==> src/rtl/mips_pkg.sv <==
// Shared types and constants for the MIPS fetch stage: fetch FSM states,
// instruction field positions and default reset/exception addresses.
package mips_pkg;

  typedef enum logic [1:0] {
    IDLE  = 2'd0,
    FETCH = 2'd1,
    EXEC  = 2'd2
  } fetch_state_e;

  localparam int OPC_MSB = 31;
  localparam int OPC_LSB = 26;
  localparam int TGT_MSB = 25;
  localparam int TGT_LSB = 0;
  localparam int IMM_MSB = 15;
  localparam int IMM_LSB = 0;

  localparam logic [31:0] RESET_PC_DEFAULT   = 32'h0000_0000;
  localparam logic [31:0] EXC_VECTOR_DEFAULT = 32'h0000_0080;

endpackage

==> src/rtl/mips_next_pc.sv <==
// Combinational next-PC selection: exception > jump > taken branch > PC+4.
module mips_next_pc
  import mips_pkg::*;
#(
  parameter logic [31:0] EXC_VECTOR = EXC_VECTOR_DEFAULT
) (
  input  logic [31:0]      pc,
  // Only the jump-target field is needed; the branch immediate lies inside it.
  input  logic [TGT_MSB:0] instr,
  input  logic             jump,
  input  logic             branch,
  input  logic             zero,
  input  logic             exception,
  output logic [31:0]      next_pc,
  output logic [31:0]      pc_plus4
);

  logic [31:0] branch_off;
  logic [31:0] branch_tgt;
  logic [31:0] jump_tgt;

  always_comb begin
    pc_plus4   = pc + 32'd4;
    branch_off = {{14{instr[IMM_MSB]}}, instr[IMM_MSB:IMM_LSB], 2'b00};
    branch_tgt = pc_plus4 + branch_off;
    jump_tgt   = {pc_plus4[31:28], instr[TGT_MSB:TGT_LSB], 2'b00};

    if (exception)           next_pc = EXC_VECTOR;
    else if (jump)           next_pc = jump_tgt;
    else if (branch && zero) next_pc = branch_tgt;
    else                     next_pc = pc_plus4;
  end

endmodule

==> src/rtl/mips_fetch_unit.sv <==
// Instruction fetch stage: holds PC/EPC, fetches one word per step over a
// req/ack memory port and hands the latched instruction to the decoder.
//
//   state | meaning
//   IDLE  | just out of reset, one cycle before the first request
//   FETCH | imem_req high at PC, waiting for imem_ack
//   EXEC  | Instr valid for the datapath; leaves when hold is low
module mips_fetch_unit
  import mips_pkg::*;
#(
  parameter logic [31:0] RESET_PC   = RESET_PC_DEFAULT,
  parameter logic [31:0] EXC_VECTOR = EXC_VECTOR_DEFAULT
) (
  input  logic        clk,
  input  logic        rst_n,
  output logic        imem_req,
  output logic [31:0] imem_addr,
  input  logic        imem_ack,
  input  logic [31:0] imem_rdata,
  output logic [31:0] Instr,
  output logic [5:0]  Inst_A,
  output logic        Instr_valid,
  output logic [31:0] PC,
  output logic [31:0] PC_plus4,
  output logic [31:0] EPC,
  input  logic        Jump,
  input  logic        Branch,
  input  logic        Exception,
  input  logic        Zero,
  input  logic        hold
);

  fetch_state_e state_q, state_d;
  logic [31:0]  pc_q, pc_d;
  logic [31:0]  instr_q, instr_d;
  logic [31:0]  epc_q, epc_d;
  logic         imem_req_q, imem_req_d;
  logic         instr_valid_q, instr_valid_d;
  logic [31:0]  next_pc;

  mips_next_pc #(
    .EXC_VECTOR(EXC_VECTOR)
  ) u_next_pc (
    .pc        (pc_q),
    .instr     (instr_q[TGT_MSB:0]),
    .jump      (Jump),
    .branch    (Branch),
    .zero      (Zero),
    .exception (Exception),
    .next_pc   (next_pc),
    .pc_plus4  (PC_plus4)
  );

  always_comb begin
    state_d = state_q;
    pc_d    = pc_q;
    instr_d = instr_q;
    epc_d   = epc_q;
    unique case (state_q)
      IDLE: state_d = FETCH;
      FETCH: begin
        if (imem_ack) begin
          instr_d = imem_rdata;
          state_d = EXEC;
        end
      end
      EXEC: begin
        // Control inputs are only trusted here, on the exit edge.
        if (!hold) begin
          pc_d    = next_pc;
          if (Exception) epc_d = pc_q;
          state_d = FETCH;
        end
      end
      default: state_d = IDLE;
    endcase
    imem_req_d    = (state_d == FETCH);
    instr_valid_d = (state_d == EXEC);
  end

  always_ff @(posedge clk or negedge rst_n) begin
    if (!rst_n) begin
      state_q       <= IDLE;
      pc_q          <= RESET_PC;
      instr_q       <= '0;
      epc_q         <= '0;
      imem_req_q    <= 1'b0;
      instr_valid_q <= 1'b0;
    end else begin
      state_q       <= state_d;
      pc_q          <= pc_d;
      instr_q       <= instr_d;
      epc_q         <= epc_d;
      imem_req_q    <= imem_req_d;
      instr_valid_q <= instr_valid_d;
    end
  end

  assign imem_req    = imem_req_q;
  assign imem_addr   = pc_q;
  assign PC          = pc_q;
  assign Instr       = instr_q;
  assign Inst_A      = instr_q[OPC_MSB:OPC_LSB];
  assign Instr_valid = instr_valid_q;
  assign EPC         = epc_q;

endmodule

==> config.mk <==
export PLATFORM = sky130hd
export DESIGN_NAME = mips_fetch_unit
export DESIGN_NICKNAME = d
export VERILOG_FILES = /design/src/rtl/mips_pkg.sv /design/src/rtl/mips_next_pc.sv /design/src/rtl/mips_fetch_unit.sv
export SDC_FILE = /design/constraint.sdc
export NUM_CORES = 1
export LEC_CHECK = 0
export CAP_MARGIN = 20
export CORE_ASPECT_RATIO = 1.25
export CORE_MARGIN = 10
export CORE_UTILIZATION = 40
export DETAILED_ROUTE_END_ITERATION = 8
export PLACE_DENSITY = 0.71
export SETUP_SLACK_MARGIN = 0.15
export SLEW_MARGIN = 20
export SYNTH_ARGS = -nofsm -noshare
export SYNTH_HDL_FRONTEND = slang
export SYNTH_SLANG_ARGS = --single-unit
==> constraint.sdc <==
create_clock -name clk -period 4.14 [get_ports clk]
set_clock_uncertainty 0.2 [all_clocks]
set_input_delay 1.035 -clock clk [delete_from_list [all_inputs] [get_ports clk]]
set_output_delay 1.035 -clock clk [all_outputs]
set_load 0.01 [all_outputs]
==> flow_metrics.py <==
# Metrics from the implementation run
metrics = {
    "final_layout": {
        "area_growth_syn_to_layout_pct": 38.9,
        "final_common_cell": "clkdlybuf4s50_1",
        "nClkBuffers": 10,
        "final_area_mm2": 0.00912,
        "dominant-cell-class": "logic gates",
        "comb_cells": 518,
        "final-comb-area_mm2": 0.00380,
        "buf_share_pct": 25.0,
        "largest_register_ffs": 32,
        "diodes": 0,
        "final_core_util_pct": 56.5,
    },
    "pwr": {
        "clk-power_w": 0.000811,
        "pg_comb_w": 0.00470,
        "leakage_nw": 4.04,
        "power_density_mw_per_mm2": 802,
        "internal-power_w": 0.00417,
        "sequentialPowerShare_pct": 24.7,
        "p_clk_share_pct": 11.1,
        "power.total_w": 0.00731,
    },
    "global_routing": {
        "track_usage_pct": 19.1,
        "grtUsageMet1_pct": 20.8,
        "grt_pass1_vias": 5845,
    },
    "logic_synthesis": {
        "ys_sh_aoi_pct": 15.2,
        "synthAdderAreaFrac_pct": 7.16,
        "synthArstFlopShare_pct": 100,
        "ys_seq_share_pct": 36.6,
        "ys_top_logic_family": "AND-OR/OR-AND gates",
        "common_cells": "dfrtp_1, mux2_2, nand2_1",
        "ys_types": 64,
        "synth_top_area_share_pct": 36.6,
        "synthCells": 698,
        "synth_area_mm2": 0.00657,
        "mux_area_share_pct": 12.3,
        "numSynthFlops": 96,
        "synthTopCellsByArea": "dfrtp_1, mux2_2, ha_1, buf_4, a21oi_1",
    },
    "critical_path": {
        "critPathSlowestCell": "clkdlybuf4s50_1",
        "r2r_start": "PC[2]$_DFFE_PN0P_",
        "path_cells": "ha_2 -> nand2_1 -> nor3_4 -> buf_4 -> nand3_4 -> nor2_2 -> nand2_1 -> xnor2_2 -> clkdlybuf4s50_1",
        "critPathCapture": "PC_plus4[28]",
        "crit_type": "flop to output pin",
        "slowest_delay_ns": 0.59,
    },
    "drt": {
        "wire_per_inst_um": 19.4,
        "num_vias": 5846,
        "m1WireLength_um": 8300,
    },
    "timing": {
        "rsz0062_at_grt": "yes",
        "finalCritPeriodShare_pct": 94.8,
        "finalMaxSlewViolations": 0,
        "hold_violations": 0,
        "worstMarginPinSlew_ns": 0.711,
        "tns_ns": 0,
        "setup_ws_ns": 0.215,
    },
    "floorplan": {
        "taps": 216,
        "row_count": 52,
    },
    "clocking": {
        "post_cts_resized": 11,
        "worstSkewPairLatency_ns": 0.36,
        "cts_tree": "done",
    },
    "status": {
        "status": "finished clean",
    },
    "placed_design": {
        "dp_cells": 1079,
        "hpwl_um": 16600,
        "place.gp.congestion": 0.923,
        "place_ws_ns": 0.180,
    },
    "worst_hold_path": {
        "hold_class": "flop to flop",
        "holdPathStages": 1,
    },
}
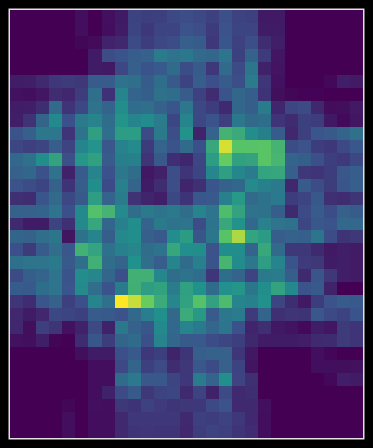
Fig. 1. Signal metal coverage by tile.
The die is cut into 27 by 33 equal tiles; dark purple is low, yellow is high, scaled to the fullest tile. Values are wire area over tile area, all layers added.
fullest tile	0.68
mean over tiles	0.16
emptiest ninth of the die	south-east
densest ninth of the die	centre
tiles over half the peak	7.4%
nearly empty tiles	18%

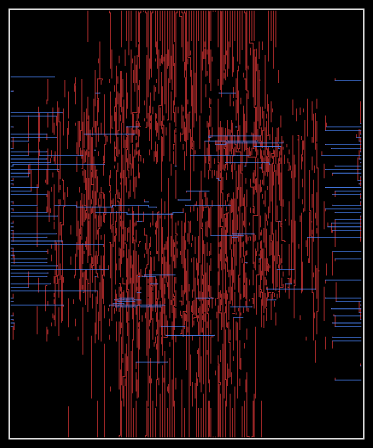
Fig. 2. Metal layers overlaid.
Only two layers are drawn.
colour	layer	wire length
red	met2	11200 µm
blue	met3	1440 µm

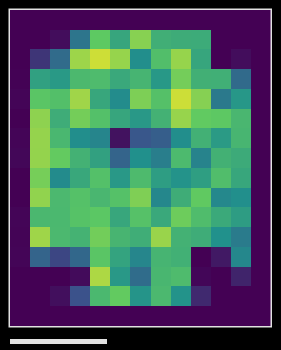
Fig. 3. Cell area per tile.
The bar under the picture is 50 µm long. The die is cut into 13 by 16 equal tiles; dark purple is low, yellow is high, 0 to 100% covered.
fullest tile	93%
nearly empty tiles	32%
tiles over 75% full	13%
mean over tiles	40%
emptiest ninth of the die	south-east

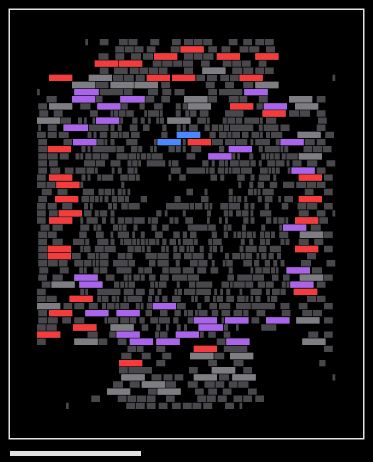
Fig. 4. Register map, names as in the netlist.
The bar under the picture is 50 µm long. Other sequential cells in the stronger grey, the rest of the logic in the fainter grey.
colour	signal	flops
red	Instr	32
blue	state_q	2
purple	PC	30
not coloured	32

Power figures rest on the tool's default switching activity, not on a simulated workload.
